[src/rtl/fifo_sync_1w_2r.sv]
// ---------------------------------------------------------------------------
// fifo_sync_1w_2r
// Synchronous FIFO with one write port and two read ports. The oldest two
// entries are shown first-word-fall-through on dataout0/dataout1, and the
// consumer may pop 0, 1 or 2 entries per cycle, always in order.
// Over-reads are clamped to the current occupancy. Writes that do not fit
// after this cycle's pops are dropped silently. All outputs come straight
// from registers, so there is no combinational path from the request inputs.
// ---------------------------------------------------------------------------
module fifo_sync_1w_2r #(
  parameter int WIDTH = 32,
  parameter int DEPTH = 4
) (
  input  logic                     clk,
  input  logic                     rst_n,
  input  logic [WIDTH-1:0]         datain,
  input  logic                     wr_en,
  input  logic                     rd_en0,
  input  logic                     rd_en1,
  output logic [WIDTH-1:0]         dataout0,
  output logic [WIDTH-1:0]         dataout1,
  output logic                     valid0,
  output logic                     valid1,
  output logic                     empty,
  output logic                     full,
  output logic [$clog2(DEPTH):0]   count
);

  localparam int AW = $clog2(DEPTH);
  localparam int CW = AW + 1;

  // Storage and pointers
  logic [WIDTH-1:0] mem_q [DEPTH];
  logic [AW-1:0]    wr_ptr_q, wr_ptr_d;
  logic [AW-1:0]    rd_ptr_q, rd_ptr_d;
  logic [CW-1:0]    cnt_q,    cnt_d;

  // Per-cycle decisions
  logic [1:0]       pops;
  logic             push;
  logic [AW-1:0]    rd_ptr_p1;

  // Second read slot wraps from DEPTH-1 back to 0 by pointer truncation.
  assign rd_ptr_p1 = rd_ptr_q + AW'(1);

  // Pop/push decision and next-state pointers/occupancy.
  always_comb begin
    // NOTE: every variable gets a default first so no path leaves it
    // unassigned; otherwise synthesis infers a latch.
    pops = 2'd0;
    if (rd_en0) begin
      if (rd_en1 && (cnt_q >= CW'(2))) begin
        pops = 2'd2;
      end else if (cnt_q != '0) begin
        pops = 2'd1;
      end
    end
    // A write into a full FIFO fits only when something leaves this cycle.
    push     = wr_en && ((cnt_q - CW'(pops)) < CW'(DEPTH));
    rd_ptr_d = rd_ptr_q + AW'(pops);
    wr_ptr_d = wr_ptr_q + AW'(push);
    cnt_d    = cnt_q - CW'(pops) + CW'(push);
  end

  // State registers and memory write.
  always_ff @(posedge clk or negedge rst_n) begin
    if (!rst_n) begin
      wr_ptr_q <= '0;
      rd_ptr_q <= '0;
      cnt_q    <= '0;
      // NOTE: the memory is reset on purpose: both read ports expose raw
      // slot contents even when not valid, and those must never be X.
      for (int i = 0; i < DEPTH; i++) begin
        mem_q[i] <= '0;
      end
    end else begin
      // NOTE: non-blocking assignments so every register samples the
      // pre-edge values computed above, independent of statement order.
      wr_ptr_q <= wr_ptr_d;
      rd_ptr_q <= rd_ptr_d;
      cnt_q    <= cnt_d;
      if (push) begin
        mem_q[wr_ptr_q] <= datain;
      end
    end
  end

  // Outputs are pure decodes of registered state.
  assign dataout0 = mem_q[rd_ptr_q];
  assign dataout1 = mem_q[rd_ptr_p1];
  assign valid0   = (cnt_q >= CW'(1));
  assign valid1   = (cnt_q >= CW'(2));
  assign empty    = (cnt_q == '0);
  assign full     = (cnt_q == CW'(DEPTH));
  assign count    = cnt_q;

`ifndef SYNTHESIS
  // Occupancy must stay in range and agree with the pointer distance.
  always_ff @(posedge clk) begin
    if (rst_n) begin
      assert (cnt_q <= CW'(DEPTH));
      assert (AW'(wr_ptr_q - rd_ptr_q) == cnt_q[AW-1:0]);
    end
  end
`endif

endmodule

[config.mk]
export PLATFORM = sky130hd
export DESIGN_NAME = fifo_sync_1w_2r
export DESIGN_NICKNAME = d
export VERILOG_FILES = /design/src/rtl/fifo_sync_1w_2r.sv
export SDC_FILE = /design/constraint.sdc
export NUM_CORES = 1
export LEC_CHECK = 0
export ABC_AREA = 1
export CORE_ASPECT_RATIO = 0.6
export CORE_UTILIZATION = 52
export DETAILED_ROUTE_END_ITERATION = 16
export PLACE_DENSITY = 0.77
export REMOVE_ABC_BUFFERS = 1
export SLEW_MARGIN = 20
export SYNTH_ARGS = -nofsm -noshare
export SYNTH_HDL_FRONTEND = slang
export SYNTH_SLANG_ARGS = --single-unit
[constraint.sdc]
create_clock -name clk -period 2.7 [get_ports clk]
set_input_delay 0.405 -clock clk [delete_from_list [all_inputs] [get_ports clk]]
set_output_delay 0.405 -clock clk [all_outputs]
set_load 0.1 [all_outputs]
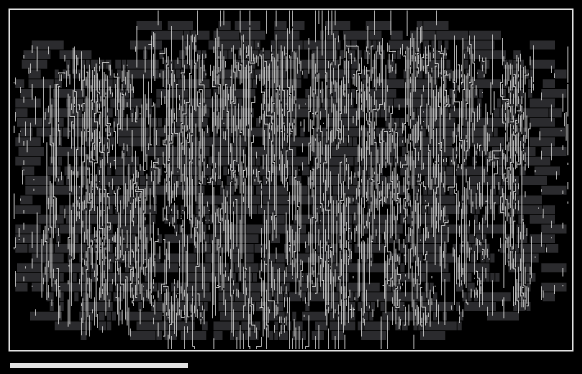
(metal 2)
Bar = 50 um. Cells faint in the background.
- wire length on this layer: 10500 um
- nets with wire on the layer: 866

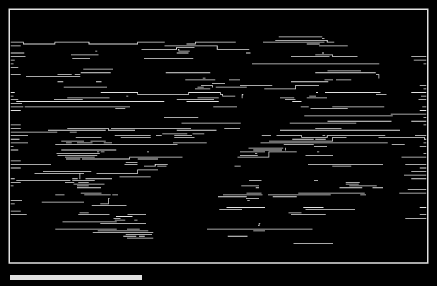
(the metal 3 layer)
Bar = 50 um.
- nets with wire on the layer: 170
- main direction: horizontal
- wire length on this layer: 2580 um

==> changes_impl.md <==
## Implementation

- Slowest cell on crit path: dfrtp_4
- Comb gates: 799
- Slew margin rel.: 44.6%
- Outcome: complete, no violations
- ClkCell Share: 5.69%
- Worst-path fanout max: 45
- Final Hold Viols: 0
- Pre-antenna DRT Iters: 6
- CP Capture Point: dataout0[13]
- Root Driver: clkbuf_16
- Simple Share, Synth: 40.4%
- Hold Path End: mem_q[77]
- Layout area overhead: 33.2%
- First-pass GRT wire length: 37900 um
- M3 GR Usage: 7.05%
- Initial antenna violation count: 0
- Placed Instance Area: 9490 um^2
- Final period utilization: 97.1%
- Longest Clk Path Bufs: 2
- Sequential cell area: 3380 um^2
- Drt total wl: 23300 um
- RR Endpoint: mem_q[122]
- Worst Setup Path Type: flip-flop to output port
- CTS tree: yes
- Register-to-Register Path Depth: 13
- Initial DRC count: 755
- CP Cell Sequence: inv_2 -> buf_12 -> o21ai_0 -> o22ai_1 -> buf_12
- CTS Buf Count: 17
- Grt total ovfl: 0
- Non-Filler Instances: 1315
- Clock buffer count: 19
- Flop Count: 135
- Highest metal used: met4
- Top area contributor share: 44.6%
- Dpl hpwl: 13800 um
- Final setup fails: 0
- FP Util: 54.4%
- Core Rows: 33
- Clk slew on worst S/H paths: 0.06 ns
- Crit start category: flip-flop
- Via density: 6.08
- Worst Max-Slew Pin Slew: 0.826 ns
- Tool warnings: 27
- Port Buffers: 107
- Synth warn: 0
- Tapcells: 192
- Fillers: 1086
- Worst R2R Start: count[2]
- Logic area: 3740 um^2
- Cell Area, Synth: 7570 um^2
- Largest cells by area after synthesis: dfrtp_1, nand2_1, nand4_1
- Clock Skew: 0.0118 ns
- Routed met3 length: 2580 um
- Yosys xor share: 0.347%
- WL met2: 10500 um
- Busiest layer in global routing: met2
- Fa+ha+maj area frac: 1.09%
- Total number of vias: 7993
- Largest net degree at the start of global routing: 105
- Inserted Diodes: 0
- Hold Startpoint: wr_en
- Most used cell, CP: buf_12
- Top Ports: 108
- # placed instances: 1280
- Layout cell share with drive strength beyond 1: 13.4%
- MaxCap Viol Count: 0
- Hold path cells: 3
- Core area: 13900 um^2
- Comb/total area: 37.0%
- M1 WL: 9900 um
- Synth mux share: 0%
- Setup TNS: 0 ns
- Dominant comb cell: simple AND/OR/NAND/NOR gates
- Post-synth regs: 135
- Signal buf overhead: 20.7%
- Setup crit start: rd_ptr_q[1]
==> cells in the mapped netlist (all sizes together) <==
master / instances
nand2: 393
dfrtp: 135
nand4: 128
nand3: 100
nor2: 70
o21ai: 64
buf: 60
clkbuf: 38
o22ai: 32
inv: 15
ha: 5
clkinv: 2
nor3: 2
xor2: 2
a21boi: 1
fa: 1
xnor2: 1
==> state kept, by name, indices dropped and copies added, names as in the netlist <==
name,flops
wr_ptr_q,2
mem_q,128
count,3
rd_ptr_q,2
==> critical path: cells and delay by family (launching register included) <==
kind            cells  cell delay [ns]
compound gates      2             0.54
buf+inv             3             0.63
flops               1             0.60
==> repair_timing <==
item / in CTS / in global routing
hold endpoints to repair: 57 / 0
gates resized: 0 / 2
setup endpoints to repair: 0 / 9
hold buffers: 1 / 0
buffers inserted: 0 / 2
